### config.mk
export PLATFORM = sky130hd
export DESIGN_NAME = regfile_writeback_flat
export DESIGN_NICKNAME = d
export VERILOG_FILES = /design/src/rtl/regfile_wb_pkg.sv /design/src/rtl/regfile_writeback_if.sv /design/src/rtl/regfile_writeback_wb_fifo.sv /design/src/rtl/regfile_writeback.sv /design/src/flat_wrapper.sv
export SDC_FILE = /design/constraint.sdc
export NUM_CORES = 1
export LEC_CHECK = 0
export ABC_AREA = 1
export CORE_ASPECT_RATIO = 1.2
export CORE_MARGIN = 2
export CORE_UTILIZATION = 40
export DETAILED_ROUTE_END_ITERATION = 12
export PLACE_DENSITY = 0.71
export SLEW_MARGIN = 25
export SYNTH_ARGS = -nofsm -noshare
export SYNTH_HDL_FRONTEND = slang
export SYNTH_SLANG_ARGS = --single-unit
### constraint.sdc
create_clock -name clk_cpu -period 7.1 [get_ports clk_cpu]
set_input_delay 1.775 -clock clk_cpu [delete_from_list [all_inputs] [get_ports clk_cpu]]
set_output_delay 1.775 -clock clk_cpu [all_outputs]
set_load 0.01 [all_outputs]
### src/rtl/regfile_wb_pkg.sv
// Package for the register-file write-back front end.
// Holds the shared constants and the types carried on the write-back
// buses: register address, data word and the buffered result entry.
// Optional feature macro used by the top level: REGFILE_WB_BYPASS_EN.
package regfile_wb_pkg;

  localparam int WIDTH          = 32;
  localparam int N_REGS         = 32;
  localparam int ADRS_W         = 5;
  localparam int FIFO_DEPTH_DEF = 4;

  typedef logic [ADRS_W-1:0] adrs_t;
  typedef logic [WIDTH-1:0]  word_t;

  // One buffered long-latency result: destination register plus value.
  typedef struct packed {
    adrs_t adrs;
    word_t data;
  } wb_entry_t;

endpackage

### src/rtl/regfile_writeback_if.sv
// Write-back bus bundle between the result producers, the write-back
// front end and the register file write port.
//   alu_valid/alu_adrs/alu_data : single-cycle ALU result, no backpressure
//   lsu_valid/lsu_ready/lsu_adrs/lsu_data : long-latency result handshake
//   wr_en/wr_adrs/wr_data : register file write port (registered)
//
// Handshake: an LSU result transfers on a rising clock edge where
// lsu_valid && lsu_ready. lsu_ready is a function of buffer state only and
// never looks at lsu_valid. While lsu_valid is high and the transfer has
// not happened, the producer holds lsu_adrs/lsu_data stable. The ALU path
// has no ready: every alu_valid cycle is consumed.
//
// Modports: master = producer/observer side, slave = write-back front end.
interface regfile_writeback_if;
  import regfile_wb_pkg::*;

  logic  alu_valid;
  adrs_t alu_adrs;
  word_t alu_data;

  logic  lsu_valid;
  logic  lsu_ready;
  adrs_t lsu_adrs;
  word_t lsu_data;

  logic  wr_en;
  adrs_t wr_adrs;
  word_t wr_data;

  modport master (
    output alu_valid, alu_adrs, alu_data,
    output lsu_valid, lsu_adrs, lsu_data,
    input  lsu_ready,
    input  wr_en, wr_adrs, wr_data
  );

  modport slave (
    input  alu_valid, alu_adrs, alu_data,
    input  lsu_valid, lsu_adrs, lsu_data,
    output lsu_ready,
    output wr_en, wr_adrs, wr_data
  );

endinterface

### src/rtl/regfile_writeback_wb_fifo.sv
// wb_fifo: synchronous FIFO of wb_entry_t used to buffer long-latency
// results until the register file write port is free.
// Ports:
//   clk_cpu, reset_n : clock, asynchronous active-low reset
//   push, push_entry : write request and entry (ignored when full)
//   pop              : read request (ignored when empty); head advances
//   head             : entry at the read pointer (valid when !empty)
//   full, empty      : occupancy flags
//   count            : occupancy, $clog2(DEPTH)+1 bits
// DEPTH must be a power of two >= 2 so the pointers wrap naturally.
module wb_fifo
  import regfile_wb_pkg::*;
#(
  parameter int DEPTH = FIFO_DEPTH_DEF
) (
  input  logic                     clk_cpu,
  input  logic                     reset_n,
  input  logic                     push,
  input  wb_entry_t                push_entry,
  input  logic                     pop,
  output wb_entry_t                head,
  output logic                     full,
  output logic                     empty,
  output logic [$clog2(DEPTH):0]   count
);

  localparam int PTR_W = $clog2(DEPTH);

  logic [PTR_W-1:0] wr_ptr;
  logic [PTR_W-1:0] rd_ptr;
  logic [PTR_W:0]   cnt;
  logic             do_wr;
  logic             do_rd;
  wb_entry_t        mem [DEPTH];

  assign do_wr = push && !full;
  assign do_rd = pop && !empty;

  always_ff @(posedge clk_cpu or negedge reset_n) begin
    if (!reset_n) begin
      wr_ptr <= '0;
      rd_ptr <= '0;
      cnt    <= '0;
    end else begin
      // Pointers are exactly log2(DEPTH) bits, so +1 wraps modulo DEPTH.
      if (do_wr) wr_ptr <= wr_ptr + 1'b1;
      if (do_rd) rd_ptr <= rd_ptr + 1'b1;
      case ({do_wr, do_rd})
        2'b10:   cnt <= cnt + 1'b1;
        2'b01:   cnt <= cnt - 1'b1;
        default: cnt <= cnt;
      endcase
    end
  end

  // Storage needs no reset: entries are only read once count says so.
  always_ff @(posedge clk_cpu) begin
    if (do_wr) mem[wr_ptr] <= push_entry;
  end

  assign head  = mem[rd_ptr];
  assign full  = (cnt == (PTR_W+1)'(DEPTH));
  assign empty = (cnt == '0);
  assign count = cnt;

endmodule

### src/rtl/regfile_writeback.sv
// regfile_writeback: write-side front end of the CPU register file and the
// only driver of its write port. ALU results go straight to the registered
// write port; long-latency (load/multiply) results are buffered in wb_fifo
// and drained whenever the ALU is not writing. A per-register pending
// scoreboard tells the issue stage which sources are still unresolved.
// Ports:
//   clk_cpu, reset_n        : clock, asynchronous active-low reset
//   bus (slave)             : ALU/LSU result inputs, lsu_ready, wr_* outputs
//   iss_claim/_adrs         : issue stage marks a destination as pending
//   chk_adrs_a/b, busy_a/b  : source check; busy means stall
//   sb_err                  : sticky, a claim hit an already-pending register
//   idle                    : buffer empty, nothing pending, no write presented
// Optional (REGFILE_WB_BYPASS_EN defined):
//   fwd_hit_a/b, fwd_data   : value on the write port matches a checked
//                             source; busy for that source is masked.
module regfile_writeback
  import regfile_wb_pkg::*;
#(
  parameter int FIFO_DEPTH = FIFO_DEPTH_DEF
) (
  input  logic                clk_cpu,
  input  logic                reset_n,
  regfile_writeback_if.slave  bus,
  input  logic                iss_claim,
  input  adrs_t               iss_claim_adrs,
  input  adrs_t               chk_adrs_a,
  input  adrs_t               chk_adrs_b,
  output logic                busy_a,
  output logic                busy_b,
  output logic                sb_err,
  output logic                idle
`ifdef REGFILE_WB_BYPASS_EN
  ,
  output logic                fwd_hit_a,
  output logic                fwd_hit_b,
  output word_t               fwd_data
`endif
);

  localparam int CNT_W = $clog2(FIFO_DEPTH) + 1;

  wb_entry_t         lsu_entry;
  wb_entry_t         head;
  logic              fifo_full;
  logic              fifo_empty;
  logic [CNT_W-1:0]  fifo_count;
  logic              drain;

  logic [N_REGS-1:0] pending;
  logic [N_REGS-1:0] pend_set;
  logic [N_REGS-1:0] pend_clr;
  logic              claim_hit;
  logic              wr_from_lsu;

  assign lsu_entry     = '{adrs: bus.lsu_adrs, data: bus.lsu_data};
  assign bus.lsu_ready = !fifo_full;
  // The ALU always wins the write port; the buffer head waits for a gap.
  assign drain         = !bus.alu_valid && !fifo_empty;

  wb_fifo #(
    .DEPTH (FIFO_DEPTH)
  ) u_fifo (
    .clk_cpu    (clk_cpu),
    .reset_n    (reset_n),
    .push       (bus.lsu_valid),
    .push_entry (lsu_entry),
    .pop        (drain),
    .head       (head),
    .full       (fifo_full),
    .empty      (fifo_empty),
    .count      (fifo_count)
  );

  // Registered write port. Writes to register 0 still consume their slot
  // but never raise the strobe.
  always_ff @(posedge clk_cpu or negedge reset_n) begin
    if (!reset_n) begin
      bus.wr_en   <= 1'b0;
      bus.wr_adrs <= '0;
      bus.wr_data <= '0;
      wr_from_lsu <= 1'b0;
    end else if (bus.alu_valid) begin
      bus.wr_en   <= (bus.alu_adrs != '0);
      bus.wr_adrs <= bus.alu_adrs;
      bus.wr_data <= bus.alu_data;
      wr_from_lsu <= 1'b0;
    end else if (drain) begin
      bus.wr_en   <= (head.adrs != '0);
      bus.wr_adrs <= head.adrs;
      bus.wr_data <= head.data;
      wr_from_lsu <= 1'b1;
    end else begin
      bus.wr_en   <= 1'b0;
      wr_from_lsu <= 1'b0;
    end
  end

  // A drained result clears its pending bit during the cycle its write is
  // on the port, so without bypass the source becomes free only once the
  // register file actually holds the value. ALU writes leave it alone.
  always_comb begin
    pend_set = '0;
    pend_clr = '0;
    if (iss_claim) pend_set[iss_claim_adrs] = 1'b1;
    pend_set[0] = 1'b0;
    if (bus.wr_en && wr_from_lsu) pend_clr[bus.wr_adrs] = 1'b1;
  end

  assign claim_hit = iss_claim && (iss_claim_adrs != '0) && pending[iss_claim_adrs];

  always_ff @(posedge clk_cpu or negedge reset_n) begin
    if (!reset_n) begin
      pending <= '0;
      sb_err  <= 1'b0;
    end else begin
      // Set after clear: a fresh claim beats a same-cycle completion.
      pending <= (pending & ~pend_clr) | pend_set;
      if (claim_hit) sb_err <= 1'b1;
    end
  end

`ifdef REGFILE_WB_BYPASS_EN
  assign fwd_hit_a = bus.wr_en && (bus.wr_adrs == chk_adrs_a) && (chk_adrs_a != '0);
  assign fwd_hit_b = bus.wr_en && (bus.wr_adrs == chk_adrs_b) && (chk_adrs_b != '0);
  assign fwd_data  = bus.wr_data;
  assign busy_a    = pending[chk_adrs_a] && (chk_adrs_a != '0) && !fwd_hit_a;
  assign busy_b    = pending[chk_adrs_b] && (chk_adrs_b != '0) && !fwd_hit_b;
`else
  assign busy_a    = pending[chk_adrs_a] && (chk_adrs_a != '0);
  assign busy_b    = pending[chk_adrs_b] && (chk_adrs_b != '0);
`endif

  assign idle = (fifo_count == '0) && (pending == '0) && !bus.wr_en;

endmodule

### src/flat_wrapper.sv
// flat-port wrapper written by rule: the top's interface ports become plain ports
module regfile_writeback_flat import regfile_wb_pkg::*;
#(
  parameter int FIFO_DEPTH = FIFO_DEPTH_DEF
)
  (clk_cpu, reset_n, iss_claim, iss_claim_adrs, chk_adrs_a, chk_adrs_b, busy_a, busy_b, sb_err, idle, bus_alu_valid, bus_alu_adrs, bus_alu_data, bus_lsu_valid, bus_lsu_adrs, bus_lsu_data, bus_lsu_ready, bus_wr_en, bus_wr_adrs, bus_wr_data);
  regfile_writeback_if bus_i ();
  input  logic clk_cpu;
  input  logic reset_n;
  input  logic iss_claim;
  input  adrs_t iss_claim_adrs;
  input  adrs_t chk_adrs_a;
  input  adrs_t chk_adrs_b;
  output logic busy_a;
  output logic busy_b;
  output logic sb_err;
  output logic idle;
  input wire logic [$bits(bus_i.alu_valid)-1:0] bus_alu_valid;
  input wire logic [$bits(bus_i.alu_adrs)-1:0] bus_alu_adrs;
  input wire logic [$bits(bus_i.alu_data)-1:0] bus_alu_data;
  input wire logic [$bits(bus_i.lsu_valid)-1:0] bus_lsu_valid;
  input wire logic [$bits(bus_i.lsu_adrs)-1:0] bus_lsu_adrs;
  input wire logic [$bits(bus_i.lsu_data)-1:0] bus_lsu_data;
  output wire logic [$bits(bus_i.lsu_ready)-1:0] bus_lsu_ready;
  output wire logic [$bits(bus_i.wr_en)-1:0] bus_wr_en;
  output wire logic [$bits(bus_i.wr_adrs)-1:0] bus_wr_adrs;
  output wire logic [$bits(bus_i.wr_data)-1:0] bus_wr_data;
  assign bus_i.alu_valid = bus_alu_valid;
  assign bus_i.alu_adrs = bus_alu_adrs;
  assign bus_i.alu_data = bus_alu_data;
  assign bus_i.lsu_valid = bus_lsu_valid;
  assign bus_i.lsu_adrs = bus_lsu_adrs;
  assign bus_i.lsu_data = bus_lsu_data;
  assign bus_lsu_ready = bus_i.lsu_ready;
  assign bus_wr_en = bus_i.wr_en;
  assign bus_wr_adrs = bus_i.wr_adrs;
  assign bus_wr_data = bus_i.wr_data;
  regfile_writeback #(.FIFO_DEPTH(FIFO_DEPTH)) u_core (.clk_cpu(clk_cpu), .reset_n(reset_n), .bus(bus_i), .iss_claim(iss_claim), .iss_claim_adrs(iss_claim_adrs), .chk_adrs_a(chk_adrs_a), .chk_adrs_b(chk_adrs_b), .busy_a(busy_a), .busy_b(busy_b), .sb_err(sb_err), .idle(idle));
endmodule
Fig. 1: run 1, routed metal, one colour a layer
Two of the layers only.
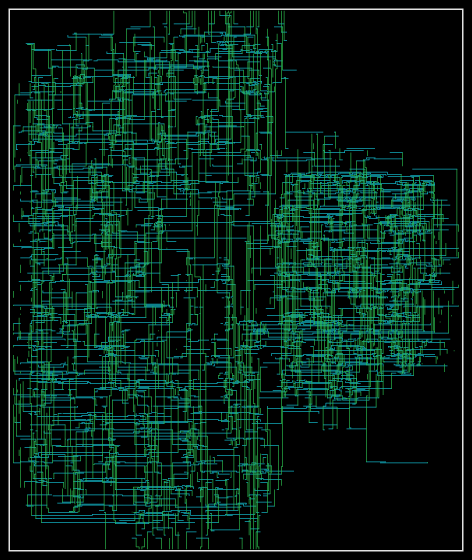
- cyan: metal 1 (wire length 10700 µm)
- green: metal 2 (wire length 12500 µm)
DR vias: 7853
WL/cell: 17.3 µm
Overall Global Routing Usage: 19.2%

Fig. 2: run 1, the clock network
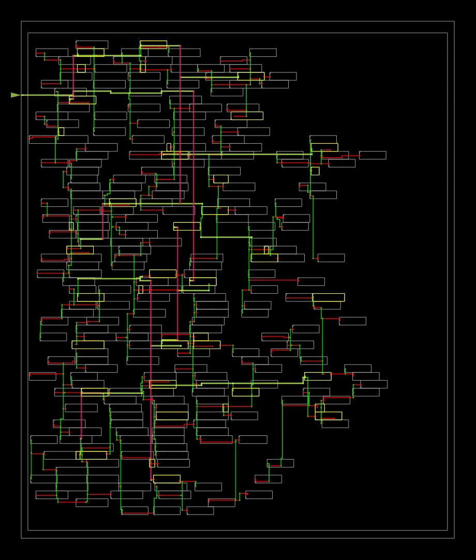
clock skew: 11.6 ps
Layout clock buffers: 28
CTS sink cnt: 227
power in the clock group: 1.24 mW
clk_lat worst skew: 500 ps

==> flow_summary.ini, run 1 <==
; synthesis and place-and-route metrics
[floorplan]
coreArea_um2 = 24800
fp-utilization_pct = 40.8
nWellTaps = 325
rows = 63
chipArea_um2 = 26600

[flow_run]
maxCapViolations = 0
tool_warnings = 29

[clock_tree]
post_cts_resized = 0
cts_made_buffers = 23
postCtsSetupBuffers = 0
cts_tree = yes
root_buffer = clkbuf_16
cts_buffer_depth = 3
path_clk_slew_ps = 60
hold_buffers = 0

[synth]
synth_flops = 227
area_leaders = edfxtp_1, dfrtp_1, o21ai_0, nand2_1, nor2_1
ys_cells = 1018
syn-num-nets = 1118
top_area_share_pct = 44.0
ys_warn_count = 0
synth.distinct_cells = 30
yosysTopAreaCell = edfxtp_1
yosysSeqAreaShare_pct = 63.5
yosys_area_um2 = 10100
netlist_area_um2 = 10100

[worst_setup_path]
cp_slowest_stage_delay_ps = 1130
path_class = primary input to primary output
crit_start = chk_adrs_a[0]
crit_top_cell = nand2_1
cp_top_family = buffers and inverters
cp.required_ps = 5330

[cells_and_area]
fin_area_um2 = 12500
buffers = 146
clk_share_pct = 6.29
seq_share_pct = 51.4
largest_class = registers
comb_cells = 677
regArea_um2 = 6420
inverters = 63
combGateArea_um2 = 3220

[pwr]
ir_drop_v = 0.000236
power_mw = 4.85
pg_comb_mw = 1.56
seqPwrFrac_pct = 42.1
seq_power_mw = 2.04
pwr-share-comb_pct = 32.2
switchingPower_mw = 1.69

[hold_path]
hold_path_class = flip-flop to flip-flop
hold_start = u_core.sb_err$_DFFE_PN0P_

[place]
place_area_um2 = 11700
place.gp.congestion = 0.877
pre_cts_ws_ps = 1290

[final_timing]
final.setup.tns_ps = 0
finalCriticalPeriod_ps = 5830
fmax_mhz = 171
rsz0062_at_grt = false

[detailed_routing]
drtIter0Drc = 570
drt_first_pass_iters = 5
viasPerCell = 5.31
wl_um = 25600

[global_routing]
grt_max_degree = 80
grt_pass1_vias = 7567
grt_pass1_wl_um = 40200

[status]
outcome = finished, final reports clean
Fig. 3: run 1, pin placement
Pins as bars across the die edge, other pins in grey.
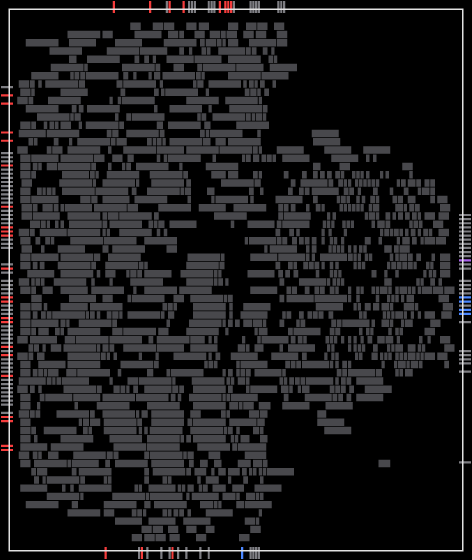
- red: bus_lsu_data (pins 32; direction input; edge 21 left, 8 top, 3 bottom)
- blue: bus_alu_adrs (pins 5; direction input; edge 4 right, 1 bottom)
- purple: iss_claim (pins 1; direction input; edge right)
number of port buffers: 136
Die Y: 178 µm
Die X-Extent: 149 µm

Fig. 4: run 1, logic cells by family
The bar under the picture is 50 µm long.
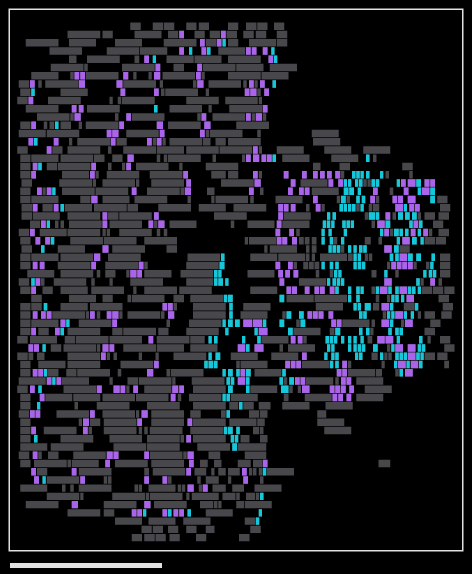
- cyan: NAND gates (cells 253)
- purple: inverting AOI/OAI gates (cells 278; where widely spread)
most frequent logic cell in the layout: nand2_1
combinational fraction of the cell area: 25.7%
Cell Count, Final, Fillers Out: 1480

[run 1: sequential cells by signal (all words and copies together), names as in the netlist, 2 cells and up]
register and cells:
u_core.u_fifo.rd_ptr 2, u_core.bus.wr_adrs 5, u_core.u_fifo.wr_ptr 2, u_core.u_fifo.count 3, u_core.u_fifo.mem 148, u_core.pending 32, u_core.bus.wr_data 32
[run 1: routing by layer]
| layer | wire length (µm) | GRT usage [%] | up-vias |
|---|---|---|---|
| met5 | 0 | 0 | - |
| met4 | 520 | 5.83 | 0 |
| met3 | 1860 | 4.35 | 39 |
| met2 | 12500 | 33.1 | 252 |
| met1 | 10700 | 24.1 | 3779 |
| li1 | - | - | 3783 |
[run 1: layout by cell type (no fill, tap or decap), types with 32 or more instances in the layout]
cell               n
o21ai_0          166
o21ai_1           37
inv_1             58
nand2_1          214
nor2_1           112
edfxtp_1         148
o22ai_1           32
clkdlybuf4s50_1  133
dfrtp_1           78
nand3_1           36
[run 1: logic make-up after synthesis]
family / synth area share [%]
AOI/OAI and AO/OA: 15.0
DFF: 63.5
and+or+nand+nor: 15.3
buffers and inverters: 4.90
adders and majority gates: 0.817
xor gates and xnor gates: 0.433
[run 1: worst paths after layout]
| kind | endpoint | slack [ps] | depth (start not counted) |
|---|---|---|---|
| min in group asynchronous | u_core.pending[2]$_DFF_PN0_ | 1320 | 1 |
| worst min-delay path | u_core.sb_err$_DFFE_PN0P_ | 470 | 2 |
| worst min register to register | u_core.sb_err$_DFFE_PN0P_ | 470 | 2 |
| worst max-delay path | busy_a | 1270 | 11 |
| worst max register to register | u_core.bus.wr_data[23]$_DFFE_PN0P_ | 4650 | 7 |
| max in group asynchronous | u_core.u_fifo.rd_ptr[0]$_DFFE_PN0P_ | 5250 | 1 |
==> inputs of run 2 (changes only) <==
Settings changed: PLACE_DENSITY 0.71 to 0.74.
Clock period 7.1 ns to 4.9 ns, I/O delays scaled along.
Fig. 5: run 2, logic cells by family
The bar under the picture is 50 µm long.
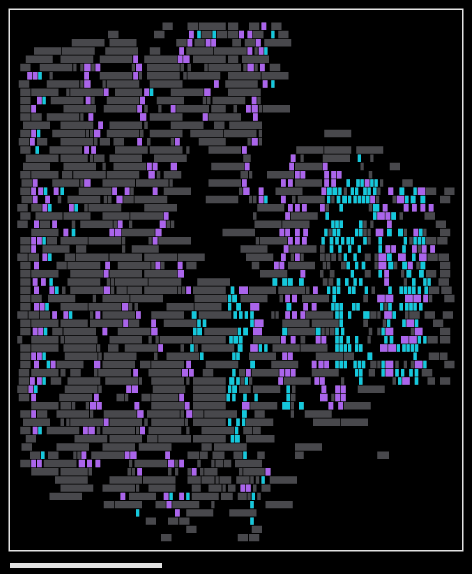
- cyan: NAND gates (cells 253)
- purple: inverting AOI/OAI gates (cells 278)
Cell Count, Final, Fillers Out: 1479
combinational fraction of the cell area: 25.9%

Fig. 6: run 2, the clock network
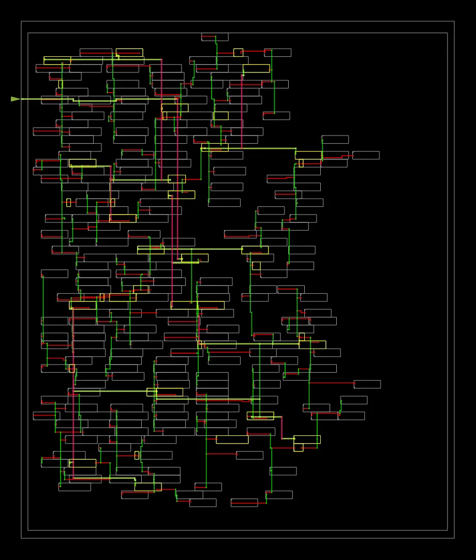
Num CTS Buffers: 22
power in the clock group: 1.63 mW

==> run 2 against run 1 <==
Against the previous run:
- combinational power up 46%
- cell count about the same
- non-clock buffer count up 1
- cell area down 0.62%
- power up 42%
- global-route usage up 0.36 points
- critical endpoint is now busy_b
- largest power group unchanged
==> flow_summary.ini, run 2 <==
; synthesis and place-and-route metrics
[worst_setup_path]
path_class = primary input to primary output
cp_slowest_cell = clkdlybuf4s50_1
r2r_slack_ps = 2410
r2r_cells = 6
crit-reg2reg-capture = u_core.bus.wr_data[13]$_DFFE_PN0P_
cp.required_ps = 3670
cp_top_family = buffers and inverters
crit_top_cell = nand2_1
cp_slowest_stage_delay_ps = 810

[place]
io_buffers = 136
place.gp.congestion = 0.922

[global_routing]
grt_pass1_vias = 7810
met3_usage_pct = 4.45
met1_usage_pct = 23.6
grt-busiest-layer = met2
grt_max_degree = 80
grt_pass1_wl_um = 41000
gr-usage-met2_pct = 35.1
track_usage_pct = 19.6

[pwr]
pg_comb_mw = 2.27
seq_power_mw = 2.98
seqPwrFrac_pct = 43.3
power_mw = 6.89
ir_drop_v = 0.000366
switchingPower_mw = 2.48
pwr-share-comb_pct = 33.0

[clock_tree]
root_buffer = clkbuf_16
postCtsSetupBuffers = 0
post_cts_resized = 0
hold_buffers = 0
cts_sinks = 227
cts_buffer_depth = 3
path_clk_slew_ps = 60
cts_tree = yes

[hold_path]
hold_path_end = u_core.sb_err$_DFFE_PN0P_
hold_start = u_core.sb_err$_DFFE_PN0P_
hold_path_class = flip-flop to flip-flop
min_path_cells = 2

[synth]
ys_warn_count = 0
xor_share_pct = 0.433
netlist_area_um2 = 10100
yosysTopAreaCell = edfxtp_1
area_leaders = edfxtp_1, dfrtp_1, o21ai_0, nand2_1, nor2_1
synth_flops = 227
yosysMostFrequentCell = nand2_1
top_area_share_pct = 44.0
ys_top_logic_family = simple AND/OR/NAND/NOR gates
simple_gate_area_share_pct = 15.3
synth-edff-count = 148
syn-num-nets = 1118
compound_area_share_pct = 15.0
ys_cells = 1018
yosys.area_share.adder_pct = 0.817
synth.distinct_cells = 30
yosysSeqAreaShare_pct = 63.5
yosys_area_um2 = 10100
ys_sh_mux_pct = 0

[detailed_routing]
highest_layer = met5
wl_per_cell_um = 17.5
viasPerCell = 5.38
vias = 7957
wl_met1_um = 10200
drt_first_pass_iters = 5
wl_um = 25900
dr_wl_met3_um = 2270
drtIter0Drc = 507
routed-wl-met2_um = 13000

[flow_run]
maxCapViolations = 0
tool_warnings = 29

[cells_and_area]
largest_reg_flops = 148
combGateArea_um2 = 3220
largest_register = u_core.u_fifo.mem
reg_top3 = u_core.u_fifo.mem x148, u_core.bus.wr_data x32, u_core.pending x32
area_delta_synth_final_pct = 22.9
most-common-layout-cells = nand2_1, o21ai_0, edfxtp_1
nets = 1238
mostFrequentLayoutCell = nand2_1
regArea_um2 = 6420

[status]
outcome = finished, final reports clean

[floorplan]
fp-utilization_pct = 40.8
die_w_um = 149
coreArea_um2 = 24800
chipArea_um2 = 26600
die_h_um = 178
rows = 63

[final_timing]
finalCriticalPeriod_ps = 4440
final.setup.tns_ps = 0
skew_ps = 22.1
rsz0062_at_grt = false
fmax_mhz = 225
==> run 2: cell count changes in the layout (fill, tap and decap cells not counted) <==
| cell | before | now |
|---|---|---|
| bufinv_16 | 4 | 1 |
| clkbuf_1 | 3 | 6 |
| clkinv_2 | 4 | 2 |
| inv_6 | 0 | 2 |
| buf_2 | 2 | 1 |
| buf_4 | 10 | 11 |
| clkbuf_16 | 23 | 22 |
| clkdlybuf4s50_1 | 133 | 134 |
| clkinv_8 | 0 | 1 |
| clkinvlp_4 | 2 | 1 |
| diode_2 | 1 | 0 |
==> run 2: worst max path at each step <==
stage / from / end / slack (ps) / depth (start not counted)
2_1_floorplan: bus_lsu_valid / u_core.u_fifo.mem[0][0]$_DFFE_PP_ / 1500 / 2
3_3_place_gp: chk_adrs_a[1] / busy_a / 510 / 11
3_5_place_dp: chk_adrs_a[1] / busy_a / 480 / 11
4_1_cts: chk_adrs_a[1] / busy_a / 470 / 11
5_1_grt: chk_adrs_b[1] / busy_b / 290 / 11
6_report: chk_adrs_b[1] / busy_b / 460 / 11
==> run 2: per-stage QoR <==
| step | hold slack, ps | worst slack (ps) | utilization (%) | instance area [µm²] |
|---|---|---|---|---|
| finish | 463 | 460 | 50.2 | 12400 |
| global route | 508 | 287 | 50.2 | 12400 |
| CTS | 473 | 472 | 50.2 | 12400 |
| detailed placement | 457 | 478 | 47.4 | 11700 |
| global placement | 456 | 512 | 47.4 | 11700 |
| floorplan | 468 | 1500 | - | 10100 |
==> run 2: cell type report <==
type | count | area share (%)
Clock buffer | 30 | 4.83
Clock inverter | 10 | 0.786
Sequential cell | 227 | 51.7
Tap cell | 325 | 3.27
Timing Repair Buffer | 147 | 11.6
Inverter | 63 | 1.90
Multi-Input combinational cell | 677 | 25.9
==> inputs of run 3 (changes only) <==
Settings changed: CAP_MARGIN set to 0, GPL_ROUTABILITY_DRIVEN set to 0, MAX_ROUTING_LAYER set to met4.
Fig. 7: run 3, logic cells by family
The bar under the picture is 50 µm long.
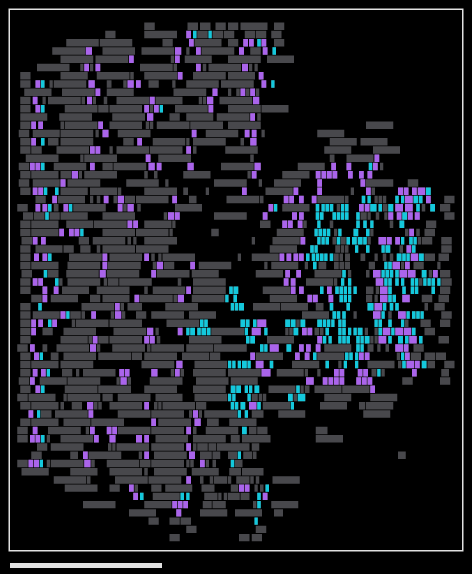
- cyan: NAND gates (cells 253)
- purple: inverting AOI/OAI gates (cells 278; where widely spread)
combinational fraction of the cell area: 25.8%
Cell Count, Final, Fillers Out: 1481

==> run 3 against run 2 <==
Against the previous run:
- maximum frequency up 0.77%
- wire length rose by 0.71%
- setup slack better by 34 ps
- register-to-register slack improved by 60 ps
- critical endpoint is now busy_a
- combinational power barely moved
- clock power rose by 7%
- die area unchanged
==> flow_summary.ini, run 3 <==
; synthesis and place-and-route metrics
[status]
outcome = finished, final reports clean

[detailed_routing]
wl_um = 26100
routed-wl-met2_um = 12700
drc = 0
wl_per_cell_um = 17.6
drt_first_pass_iters = 5
viasPerCell = 5.42
dr_wl_met3_um = 2260
drtIter0Drc = 696
highest_layer = met4
wl_met1_um = 10500
vias = 8021

[synth]
async_reset_ff_share_pct = 34.8
synth.distinct_cells = 30
avgSynthCellArea_um2 = 9.93
yosysTopAreaCell = edfxtp_1
syn-num-nets = 1118
area_leaders = edfxtp_1, dfrtp_1, o21ai_0, nand2_1, nor2_1
ys_cells = 1018
yosysSeqAreaShare_pct = 63.5
flop_cell = edfxtp_1
synth_flops = 227
yosysMostFrequentCell = nand2_1
top_area_share_pct = 44.0
yosys_area_um2 = 10100
ys_warn_count = 0
synth-edff-count = 148
netlist_area_um2 = 10100
netlist_instances = 1018

[clock_tree]
post_cts_resized = 0
cts_buffer_depth = 3
hold_buffers = 0
clk_latency_ps = 500
cts_tree = yes
cts_made_buffers = 22
path_clk_slew_ps = 60
cts_sinks = 227
postCtsSetupBuffers = 0
root_buffer = clkbuf_16

[cells_and_area]
mostFrequentLayoutCell = nand2_1
nets = 1240
fin_area_um2 = 12500
combGateArea_um2 = 3220
reg_top3 = u_core.u_fifo.mem x148, u_core.bus.wr_data x32, u_core.pending x32
final.fill_count = 2233
largest_reg_flops = 148
largest_register = u_core.u_fifo.mem
area_delta_synth_final_pct = 23.6
most-common-layout-cells = nand2_1, o21ai_0, edfxtp_1

[floorplan]
coreArea_um2 = 24800
io_pins = 137
rows = 63
die_w_um = 149
fp-utilization_pct = 40.8
chipArea_um2 = 26600
die_h_um = 178

[place]
io_buffers = 136
dpl.hpwl_um = 16700
place_area_um2 = 11700
dp.cells = 1441

[pwr]
p_clk_mw = 1.74
intPower_mw = 4.52
seqPwrFrac_pct = 42.5
power.group.top = registers
ir_drop_v = 0.000364
pwr-share-comb_pct = 32.6
pg_comb_mw = 2.28
p_sw_share_pct = 35.4
switchingPower_mw = 2.48

[global_routing]
gr-usage-met2_pct = 34.5
grt_pass1_wl_um = 41700
met3_usage_pct = 4.40
grt_pass1_vias = 7959
met1_usage_pct = 24.8
track_usage_pct = 20.5
grt-busiest-layer = met2
antenna_found_initial = 1
grt_max_degree = 77
overflow = 0

[worst_setup_path]
cp.arrival_ps = 3180
cp_slowest_stage_delay_ps = 780
path_class = primary input to primary output
cp_slowest_cell = clkdlybuf4s50_1
cp_top_family = buffers and inverters
crit_top_cell = nand2_1
cp.required_ps = 3670
end_kind = primary output

[final_timing]
fmax_mhz = 227
rsz0062_at_grt = false
skew_ps = 10.5
drv_slew = 0
report.final.setup_viol = 0
whs_ps = 491
finalHoldViolations = 0
final.setup.tns_ps = 0
fin_crit_sh_pct = 89.9
finalCriticalPeriod_ps = 4410
worst_pin_slew_ps = 925

[hold_path]
hold_path_class = flip-flop to flip-flop

[flow_run]
maxCapViolations = 0
tool_warnings = 29
Fig. 8: run 3, where the registers sit
The bar under the picture is 50 µm long. Other sequential cells in the stronger grey, the rest of the logic in the fainter grey.
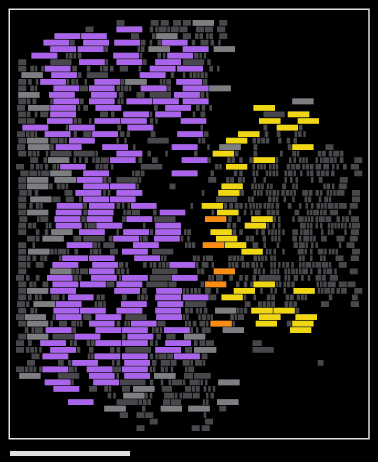
- yellow: u_core.pending (placed flops 32)
- orange: u_core.bus.wr_adrs (placed flops 5; where middle)
- purple: u_core.u_fifo.mem (placed flops 148)
- not coloured: 42
P_seq: 2.97 mW
Storage cell area: 6420 µm²
flop share of the area: 51.4%

run 3: path summary, 6_finish.rpt:
kind,startpoint,end,slack [ps],cells after the start
max,chk_adrs_a[1],busy_a,490,11
min,u_core.sb_err$_DFFE_PN0P_,u_core.sb_err$_DFFE_PN0P_,490,2
max reg2reg,u_core.u_fifo.count[0]$_DFFE_PN0P_,u_core.bus.wr_data[22]$_DFFE_PN0P_,2470,6
min reg2reg,u_core.sb_err$_DFFE_PN0P_,u_core.sb_err$_DFFE_PN0P_,490,2
max in group asynchronous,reset_n,u_core.pending[17]$_DFF_PN0_,3260,2
min in group asynchronous,reset_n,u_core.pending[31]$_DFF_PN0_,710,1
run 3: area by class of cell:
cell class | count | share of cell area (%)
flip-flops and latches | 227 | 51.4
multi-input cells | 677 | 25.8
repair buffers | 149 | 11.6
clock buffers | 26 | 4.78
well taps | 325 | 3.26
inverters | 63 | 1.89
clock inverters | 13 | 1.22
diodes | 1 | 0.0200
run 3: cell families (layout without fill, tap and decap cells):
family / count (synthesis) / count (layout) / share of synthesized area [%]
AOI/OAI and AO/OA: 278 / 278 / 15.0
and+or+nand+nor: 388 / 388 / 15.3
buffers and inverters: 114 / 251 / 4.90
DFF: 227 / 227 / 63.5
adders and majority gates: 6 / 6 / 0.817
xor gates and xnor gates: 5 / 5 / 0.433
other: 0 / 1 / 0
run 3: stage by stage:
| step | total power, mW | setup WS (ps) | util, % |
|---|---|---|---|
| final | 7.00 | 494 | 50.4 |
| after global routing | 7.44 | 328 | 50.4 |
| after CTS | 7.04 | 527 | 50.4 |
| after detailed placement | 5.28 | 531 | 47.4 |
| after global placement | 5.22 | 559 | 47.4 |
| after floorplan | 4.31 | 1500 | - |
run 3: tightest hold or removal path: cells and delay by family (launching register included):
kind	cells	cell delay, ps
flops	1	350
simple gates	1	60
buf+inv	1	40
No activity file was given, so power comes from the tool's default toggle rates.
